$ cat src/rtl/uart_receiver_if.sv
`timescale 1ns/1ps
// Receiver-side UART bundle: serial line, enable and rate code in; received byte and status out.
interface uart_receiver_if;
  logic [2:0] baud_select;
  logic       Rx_EN;
  logic       Rx_D;
  logic [7:0] Rx_DATA;
  logic       Rx_VALID;
  logic       Rx_FERROR;
  logic       Rx_PERROR;

  modport master (
    output baud_select, Rx_EN, Rx_D,
    input  Rx_DATA, Rx_VALID, Rx_FERROR, Rx_PERROR
  );

  modport slave (
    input  baud_select, Rx_EN, Rx_D,
    output Rx_DATA, Rx_VALID, Rx_FERROR, Rx_PERROR
  );
endinterface

$ cat src/rtl/uart_receiver.sv
`timescale 1ns/1ps
// 16x-oversampling UART receiver, 8 data bits, LSB first.
// Define UART_RX_PARITY_EN for an even-parity bit between data and stop; otherwise Rx_PERROR is 0.
module uart_receiver (
  input  logic           clk,
  input  logic           reset,
  uart_receiver_if.slave bus
);
  typedef enum logic [2:0] {IDLE, START, DATA, PARITY, STOP} state_t;

  state_t      state_q;
  logic        sync1_q;
  logic        sync2_q;
  logic        prev_q;
  logic [2:0]  baud_q;
  logic [14:0] div_q;
  logic [14:0] div_last;
  logic [3:0]  tick_cnt_q;
  logic [2:0]  bit_cnt_q;
  logic [7:0]  shift_q;
  logic [7:0]  data_q;
  logic        valid_q;
  logic        ferror_q;
  logic        tick;
  logic        start_det;
  logic        sample;
`ifdef UART_RX_PARITY_EN
  logic        par_err_q;
  logic        perror_q;
`endif

  // Last count of the 16x tick divider for each rate code (period minus one).
  function automatic logic [14:0] div_last_for(input logic [2:0] code);
    case (code)
      3'd0:    div_last_for = 15'd20832;
      3'd1:    div_last_for = 15'd5207;
      3'd2:    div_last_for = 15'd1301;
      3'd3:    div_last_for = 15'd650;
      3'd4:    div_last_for = 15'd325;
      3'd5:    div_last_for = 15'd162;
      3'd6:    div_last_for = 15'd108;
      default: div_last_for = 15'd53;
    endcase
  endfunction

  always_ff @(posedge clk or negedge reset) begin
    if (!reset) begin
      sync1_q <= 1'b1;
      sync2_q <= 1'b1;
      prev_q  <= 1'b1;
    end else begin
      sync1_q <= bus.Rx_D;
      sync2_q <= sync1_q;
      prev_q  <= sync2_q;
    end
  end

  // A start needs a real high-to-low transition, so a line already low when enabled is ignored.
  assign start_det = (state_q == IDLE) && bus.Rx_EN && prev_q && !sync2_q;
  assign div_last  = div_last_for(baud_q);
  assign tick      = (div_q == div_last);
  assign sample    = tick && (tick_cnt_q == ((state_q == START) ? 4'd7 : 4'd15));

  always_ff @(posedge clk or negedge reset) begin
    if (!reset) begin
      div_q <= '0;
    end else if (start_det || tick) begin
      div_q <= '0;
    end else begin
      div_q <= div_q + 15'd1;
    end
  end

  always_ff @(posedge clk or negedge reset) begin
    if (!reset) begin
      state_q    <= IDLE;
      baud_q     <= '0;
      tick_cnt_q <= '0;
      bit_cnt_q  <= '0;
      shift_q    <= '0;
      data_q     <= '0;
      valid_q    <= 1'b0;
      ferror_q   <= 1'b0;
`ifdef UART_RX_PARITY_EN
      par_err_q  <= 1'b0;
      perror_q   <= 1'b0;
`endif
    end else begin
      valid_q <= 1'b0;
      if (state_q != IDLE && tick) begin
        tick_cnt_q <= sample ? 4'd0 : tick_cnt_q + 4'd1;
      end
      if (state_q != IDLE && !bus.Rx_EN) begin
        state_q <= IDLE;
      end else begin
        case (state_q)
          IDLE: begin
            if (start_det) begin
              state_q    <= START;
              baud_q     <= bus.baud_select;
              tick_cnt_q <= '0;
              bit_cnt_q  <= '0;
            end
          end
          START: begin
            // A line back high at mid-start was a glitch.
            if (sample) state_q <= sync2_q ? IDLE : DATA;
          end
          DATA: begin
            if (sample) begin
              shift_q   <= {sync2_q, shift_q[7:1]};
              bit_cnt_q <= bit_cnt_q + 3'd1;
              if (bit_cnt_q == 3'd7) begin
`ifdef UART_RX_PARITY_EN
                state_q <= PARITY;
`else
                state_q <= STOP;
`endif
              end
            end
          end
`ifdef UART_RX_PARITY_EN
          PARITY: begin
            if (sample) begin
              par_err_q <= ^{shift_q, sync2_q};
              state_q   <= STOP;
            end
          end
`endif
          STOP: begin
            // Leaving at mid-stop lets a following start bit arrive with no idle gap.
            if (sample) begin
              data_q   <= shift_q;
              ferror_q <= !sync2_q;
`ifdef UART_RX_PARITY_EN
              perror_q <= par_err_q;
`endif
              valid_q  <= 1'b1;
              state_q  <= IDLE;
            end
          end
          default: state_q <= IDLE;
        endcase
      end
    end
  end

  assign bus.Rx_DATA   = data_q;
  assign bus.Rx_VALID  = valid_q;
  assign bus.Rx_FERROR = ferror_q;
`ifdef UART_RX_PARITY_EN
  assign bus.Rx_PERROR = perror_q;
`else
  assign bus.Rx_PERROR = 1'b0;
`endif
endmodule

$ cat src/flat_wrapper.sv
// flat-port wrapper written by rule: the top's interface ports become plain ports
module uart_receiver_flat 
  (clk, reset, bus_baud_select, bus_Rx_EN, bus_Rx_D, bus_Rx_DATA, bus_Rx_VALID, bus_Rx_FERROR, bus_Rx_PERROR);
  uart_receiver_if bus_i ();
  input  logic clk;
  input  logic reset;
  input wire logic [$bits(bus_i.baud_select)-1:0] bus_baud_select;
  input wire logic [$bits(bus_i.Rx_EN)-1:0] bus_Rx_EN;
  input wire logic [$bits(bus_i.Rx_D)-1:0] bus_Rx_D;
  output wire logic [$bits(bus_i.Rx_DATA)-1:0] bus_Rx_DATA;
  output wire logic [$bits(bus_i.Rx_VALID)-1:0] bus_Rx_VALID;
  output wire logic [$bits(bus_i.Rx_FERROR)-1:0] bus_Rx_FERROR;
  output wire logic [$bits(bus_i.Rx_PERROR)-1:0] bus_Rx_PERROR;
  assign bus_i.baud_select = bus_baud_select;
  assign bus_i.Rx_EN = bus_Rx_EN;
  assign bus_i.Rx_D = bus_Rx_D;
  assign bus_Rx_DATA = bus_i.Rx_DATA;
  assign bus_Rx_VALID = bus_i.Rx_VALID;
  assign bus_Rx_FERROR = bus_i.Rx_FERROR;
  assign bus_Rx_PERROR = bus_i.Rx_PERROR;
  uart_receiver u_core (.clk(clk), .reset(reset), .bus(bus_i));
endmodule
$ cat config.mk
export PLATFORM = sky130hd
export DESIGN_NAME = uart_receiver_flat
export DESIGN_NICKNAME = d
export VERILOG_FILES = /design/src/rtl/uart_receiver_if.sv /design/src/rtl/uart_receiver.sv /design/src/flat_wrapper.sv
export SDC_FILE = /design/constraint.sdc
export NUM_CORES = 1
export LEC_CHECK = 0
export ABC_AREA = 1
export CAP_MARGIN = 20
export CELL_PAD_IN_SITES_DETAIL_PLACEMENT = 0
export CELL_PAD_IN_SITES_GLOBAL_PLACEMENT = 1
export CORE_UTILIZATION = 50
export DETAILED_ROUTE_END_ITERATION = 7
export DONT_BUFFER_PORTS = 1
export PLACE_DENSITY_LB_ADDON = 0.1
export SYNTH_ARGS = -nofsm -noshare
export SYNTH_HDL_FRONTEND = slang
export SYNTH_SLANG_ARGS = --single-unit
$ cat constraint.sdc
create_clock -name clk -period 3.95 [get_ports clk]
set_clock_uncertainty 0.05 [all_clocks]
set_input_delay 0.395 -clock clk [delete_from_list [all_inputs] [get_ports clk]]
set_output_delay 0.395 -clock clk [all_outputs]
set_load 0.01 [all_outputs]
### Routed metal, one colour a layer, run 1

The bar under the picture is 20 um long.
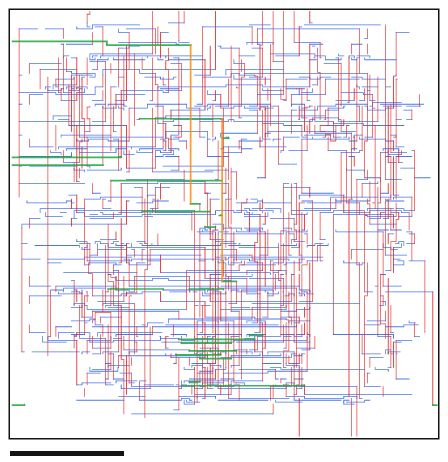
- orange: M4 (wire length 56.4 um)
- blue: M1 (wire length 2990 um)
- green: M3 (wire length 208 um)
- red: M2 (wire length 2660 um)
routed vias: 2264
Global Route Usage Sum: 22.9%
drt wl/cell: 13.5 um

### Gate-type map, run 1

The bar under the picture is 20 um long.
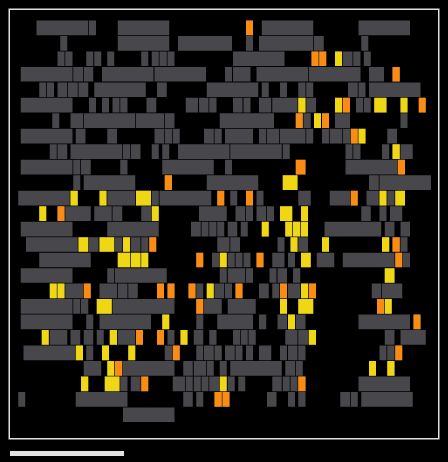
- yellow: nor cells (cells 57; most used nor2_1)
- orange: inv cells (cells 40; most used inv_1)
logic share of the area: 43.6%
Top cell excl fill/tap: nand2_1
Finished Layout Cells: 437

### Placed standard cells, run 1

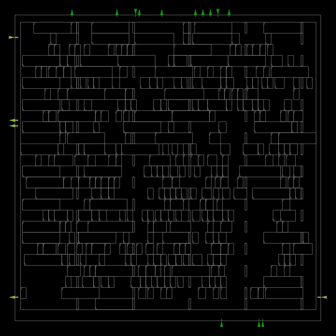
flip-flops: 49
Core Box Area: 0.00514 sq mm
Seq/total area: 42.7%
final-layout fill cell count: 533
Row Count: 26

### Sequential cells coloured by netlist name, run 1

The bar under the picture is 20 um long. Other sequential cells in the stronger grey, the rest of the logic in the fainter grey.
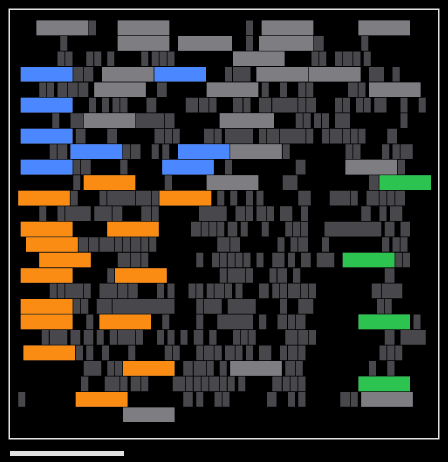
- blue: u_core.shift_q (sequential cells 8)
- orange: u_core.div_q (sequential cells 15)
- green: u_core.tick_cnt_q (sequential cells 4)
Seq group: 0.609 mW
FF/Latch Area: 0.00123 sq mm
Final Util: 56.1%

==> run summary, run 1 <==
run results: status complete, no violations, Non-Clock Inverter Count ~40, Post-CTS Hold Fix Bufs 2, R2R Setup Slk 1.59 ns, Hold Path Class primary input to register, Final ANT Viol Nets 0, Dominant comb cell simple AND/OR/NAND/NOR gates, Final setup viols 0, Worst Path Arrival around 2.5 ns, port buffer count 0, Pins Over Slew Limit 0, Mapped Cells 362, fp_density 52.1%, switching share of power 37.5%, top cells by area, synth dfrtp_1, nand2_1, nand3_1, # Cells Yosys 362, hold path cells 0, non-clock buffer count 3, post-synth net total 373, DRC viols 0, Clk power 0.368 mW, YS chip area ~0.0027 sq mm, Top cell by count, worst path nand2_1, # IOs 18, Post-synth seq share 45.9%, cts bufs inserted 5, family with the most delay on the worst path simple AND/OR/NAND/NOR gates, Comb area roughly 0.0013 sq mm, WP buf/inv 2, Setup crit start u_core.baud_q[2]$_DFFE_PN0P_, dpl ws 1.63 ns, Post-Route M1 WL between 2 and 3 mm, Startpoint Class register, GP Congestion about 0.92, Top Layer Used met4, pwr dens 494 mW/mm^2, # diodes 0, synthesis warning total 0, R2R Path End u_core.bus.Rx_FERROR$_DFFE_PN0P_, die width 75.2 um, Unique cell types 33, worst-margin pin slew 0.741 ns, Die ar. 0.00566 sq mm, fin area 0.00288 sq mm, Latency at later pin roughly 0.31 ns, Detailed Route Iter0 Violations 134, Worst Hold Path EP u_core.sync1_q$_DFF_PN1_, Post-synth EDFFs 0, Post-synth ARST share 100%, power share of the combinational group about a third, Biggest register u_core.div_q, clock-cell share of area slightly below 4%, CTS HTree Levels 2, Leading cell kind multi-input combinational cells, Area growth, synth to finish 7.56%, most frequent cell after synthesis nand2_1, Tmin final 2.36 ns, crit end category register, total gr overflow 0, CTS resizes 0, Detailed Route WL 5.92 mm
### Cells coloured by class, run 1

The bar under the picture is 20 um long. Fill, decap, tap and diode cells in grey.
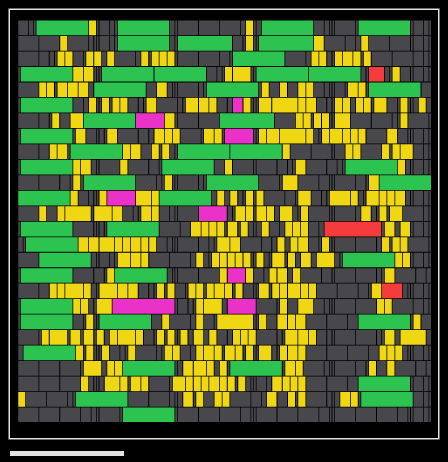

==> run 2: changes to the inputs <==
Settings changed: CORE_UTILIZATION 50 to 42.
Clock period 3.95 ns to 2 ns, I/O delays scaled along.
### Cells coloured by class, run 2

The bar under the picture is 20 um long. Fill, decap, tap and diode cells in grey.
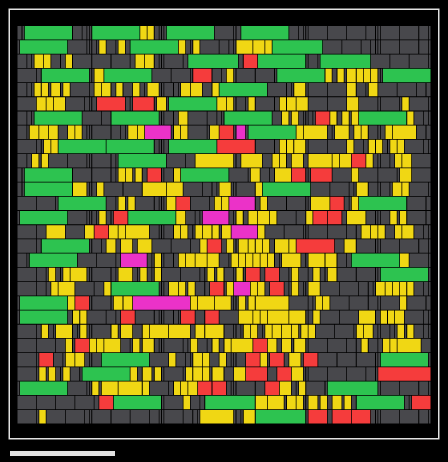
- yellow: remaining logic cells (cells 307; share of their area 47%)
- red: remaining buffers and delay cells (cells 44; share of their area 12%)
- magenta: clock drivers and dummy loads (cells 8; share of their area 3.4%)
- green: registers (cells 49; share of their area 37%)
Core Box Area: 0.00603 sq mm
fin area: 0.00341 sq mm
Seq/total area: 36.2%

==> run summary, run 2 <==
run results: Final setup viols 14 (+14), crit end category register, hold path cells 4 (+4), routed vias 2440 (+7.8%), Worst path max stage delay 0.50 ns, Setup crit start u_core.baud_q[1]$_DFFE_PN0P_, non-clock buffer count 44 (+41), Final Util 56.6% (+0.54 points), WP buf/inv 3 (+1), Hold Path Class primary input to register, NonClk Buf Share 11.9%, Tmin final 2.04 ns (-0.326 ns), CP endpoint u_core.shift_q[4]$_DFFE_PN0P_, Post-Route M1 WL 3.36 mm (+12%), CTS HTree Levels 2 (unchanged), post-synth net total 373 (unchanged), Post-synth EDFFs 0 (unchanged), pwr dens 928 mW/mm^2 (+88%), # IOs 18 (unchanged), Detailed Route WL 6.54 mm (+11%), Biggest register u_core.div_q, Detailed Route Iter0 Violations 109 (-19%), Post-CTS Hold Fix Bufs 6 (+4), Leading cell kind multi-input combinational cells, R2R Path End u_core.shift_q[4]$_DFFE_PN0P_, YS chip area 0.00268 sq mm (unchanged), Comb group 1.23 mW, Worst Path Arrival 2.18 ns (-0.33 ns), worst-margin pin slew 0.580 ns (-0.161 ns), port buffer count 0 (unchanged), Setup WS post-layout -0.0367 ns, cell taking the most area after synthesis dfrtp_1, synthesis warning total 0 (unchanged), Seq group 1.21 mW (+99%), # diodes 0 (unchanged), flip-flops 49 (unchanged), family with the most delay on the worst path simple AND/OR/NAND/NOR gates, # Cells Yosys 362 (unchanged), Post-synth seq share 45.9% (unchanged), cts bufs inserted 5 (unchanged), Startpoint Class register, Area growth, synth to finish 27.3%, Global Route Usage Sum 21.2% (-1.7 points), CTS resizes 20 (+20), Post-synth ARST share 100% (unchanged), final-layout fill cell count 582 (+9.2%), clock tree buffer depth 2, Clk power 0.732 mW (+99%), Die ar. 0.00670 sq mm (+19%), most frequent cell after synthesis nand2_1, dpl ws -0.162 ns (-1.80 ns), Comb area 0.00140 sq mm (+12%), Dominant comb cell simple AND/OR/NAND/NOR gates, Finished Layout Cells 483 (+11%), Non-Clock Inverter Count 40 (unchanged), GP Congestion 0.909 (-1.6%), Final ANT Viol Nets 0 (unchanged), max-cap violations 0, top cells by area, synth dfrtp_1, nand2_1, nand3_1, Tot Pwr roughly 3.2 mW, routed vias/inst between 5 and 6, Latency at later pin 0.30 ns (about the same), vias in the first global route 2314, FF/Latch Area 0.00123 sq mm (+0.30%), clock-cell share of area 3.30% (-0.61 points), Top Layer Used met4, placed wire-length estimate roughly 4.7 mm, drt wl/cell 13.5 um (about the same), status finished, violations left, Row Count 28 (+7.7%), R2R Setup Slk -0.04 ns (-1.62 ns), logic share of the area 41.1% (-2.5 points), power share of the combinational group 38.7% (+7.3 points), Top cell by count, worst path nand2_1, Mapped Cells 362 (unchanged), placed cell areas between 0.002 and 0.003 sq mm, Complex Gates by Area 3.92%, failing checks setup timing, Pins Over Slew Limit 0 (unchanged), fp_density 44.5% (-7.7 points), Top cell excl fill/tap nand2_1, largest net degree at the start of global routing ~50, switching share of power 38.2% (+0.64 points), die width 81.9 um (+8.9%), DRC viols 0 (unchanged), Unique cell types 33 (unchanged), total gr overflow 0 (unchanged), Worst Hold Path EP u_core.state_q[0]$_DFFE_PN0P_
==> run 3: changes to the inputs <==
Settings changed: CTS_CLUSTER_SIZE set to 28.
### Sequential cells coloured by netlist name, run 3

The bar under the picture is 20 um long. Other sequential cells in the stronger grey, the rest of the logic in the fainter grey.
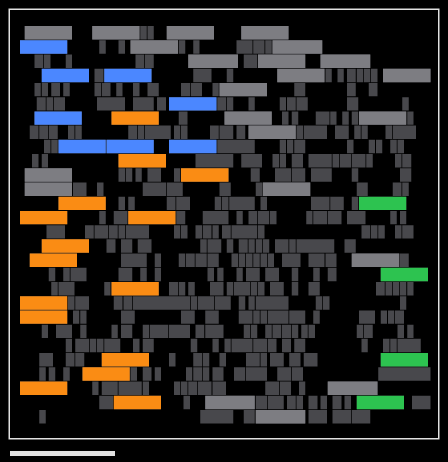
- orange: u_core.div_q (sequential cells 15)
- green: u_core.tick_cnt_q (sequential cells 4)
- blue: u_core.shift_q (sequential cells 8; where top left)
- not coloured: 22
Seq group: 1.21 mW
FF/Latch Area: 0.00123 sq mm
Final Util: 56.6%

==> run summary, run 3 <==
run results: port buffer count 0 (unchanged), Final ANT Viol Nets 0 (unchanged), post-CTS setup buffer count 5, clock tree buffer depth 2 (unchanged), GP Congestion 0.909 (unchanged), max_slew headroom 61.0%, Setup WS post-layout -0.0367 ns (unchanged), final-layout fill cell count 582 (unchanged), max-cap violations 0 (unchanged), cts bufs inserted 5 (unchanged), Post-CTS Hold Fix Bufs 6 (unchanged), Comb area 0.00140 sq mm (unchanged), clk slew on worst S/H paths roughly 0.10 ns, total negative slack -0.263 ns, Complex Gates by Area 3.92% (unchanged), NonClk Buf Share 11.9% (unchanged), Fin. Hold Viols 0, DRC viols 0 (unchanged), Synth top cells by count nand2_1, dfrtp_1, nand3_1, Biggest register u_core.div_q, most frequent cell after synthesis nand2_1, Mapped Cells 362 (unchanged), placed wire-length estimate 4.74 mm (unchanged), met1 Use GR ~30%, failing checks setup timing, Tmin final 2.04 ns (unchanged), CTS HTree Levels 2 (unchanged), Routed met2 length slightly below 3 mm, Tcrit/Tclk final 102%, Final setup viols 14 (unchanged), Largest register FFs 15, # diodes 0 (unchanged), Seq/total area 36.2% (unchanged), Detailed Route Iter0 Violations 109 (unchanged), flip-flops 49 (unchanged), Leading cell kind multi-input combinational cells, synthesis warning total 0 (unchanged), Global Route Usage Sum 21.2% (unchanged), Top-area cell share 43.0%, worst reg2reg path depth 13, Tot Pwr 3.17 mW (unchanged), Netlist Area Pre-Place 0.00268 sq mm, worst setup path class register to register, status finished, violations left, Post-synth EDFFs 0 (unchanged), Worst path depth 13, grt met2 use 34.1%, Top cell by count, worst path nand2_1, # IOs 18 (unchanged), first-pass GRT wire length about 11 mm, CP Max Fanout 9, share of layout cells above drive strength 1 24.5%, Latency at later pin 0.30 ns (about the same), Die Ht 81.9 um, Comb group 1.23 mW (about the same), Dominant comb cell simple AND/OR/NAND/NOR gates, Clk power 0.732 mW (about the same), # Cells Yosys 362 (unchanged), Worst Path Arrival 2.18 ns (about the same), dpl ws -0.162 ns (unchanged), Pins Over Slew Limit 0 (unchanged), switching share of power 38.2% (unchanged), CTS resizes 20 (unchanged), RR Startpoint u_core.baud_q[1]$_DFFE_PN0P_, fp_density 44.5% (unchanged), fin area 0.00341 sq mm (unchanged), routed vias 2440 (unchanged), family with the most delay on the worst path simple AND/OR/NAND/NOR gates, Mux area share 0%, drt wl/cell 13.5 um (unchanged), clock-cell share of area 3.30% (unchanged), Unique cell types 33 (unchanged), CP endpoint u_core.shift_q[4]$_DFFE_PN0P_, Area growth, synth to finish 27.3% (unchanged), YS chip area 0.00268 sq mm (unchanged), Hold Path Class primary input to register, hold path cells 4 (unchanged), Post-Route M1 WL 3.36 mm (unchanged), largest net degree at the start of global routing 50 (unchanged), WP buf/inv 3 (unchanged), Finished Layout Cells 483 (unchanged), R2R Path End u_core.shift_q[4]$_DFFE_PN0P_, Post-Synth XOR/XNOR Area 2.29%, post-synth net total 373 (unchanged), Non-Clock Inverter Count 40 (unchanged), top cells by area, synth dfrtp_1, nand2_1, nand3_1, highest clock rate between 400 and 500 MHz, worst-margin pin slew 0.580 ns (unchanged), logic share of the area 41.1% (unchanged), Setup crit start u_core.baud_q[1]$_DFFE_PN0P_, Top Layer Used met4, placed cell areas 0.00298 sq mm (unchanged), Sequential Power Share approximately two fifths, Die ar. 0.00670 sq mm (unchanged), cell taking the most area after synthesis dfrtp_1, vias in the first global route 2314 (unchanged), Post-synth seq share 45.9% (unchanged), Detailed Route WL 6.54 mm (unchanged), Core Box Area 0.00603 sq mm (unchanged), Top Usage Layer GRT met2, clk sink count 49, Worst path max stage delay 0.50 ns (about the same), pwr dens 928 mW/mm^2 (unchanged), Main synth FF type dfrtp_1, most common logic cells in the final layout nand2_1, dfrtp_1, nor2_1, nand3_1, inv_1, # placed instances 460, non-clock buffer count 44 (unchanged), metal3 WL 133 um, Row Count 28 (unchanged), routed vias/inst 5.05 (unchanged), root buffer cell clkbuf_8, Worst Hold Path EP u_core.state_q[0]$_DFFE_PN0P_, power share of the combinational group 38.7% (about the same), die width 81.9 um (unchanged), maximum vdd drop 0.523 mV, Post-synth ARST share 100% (unchanged), Top cell excl fill/tap nand2_1, crit end category register, syn avg cell area 7.40 sq um, R2R Setup Slk -0.04 ns (about the same), total gr overflow 0 (unchanged), Startpoint Class register, Pre-antenna DRT Iters 4
Power is estimated from default activity; no workload was simulated.
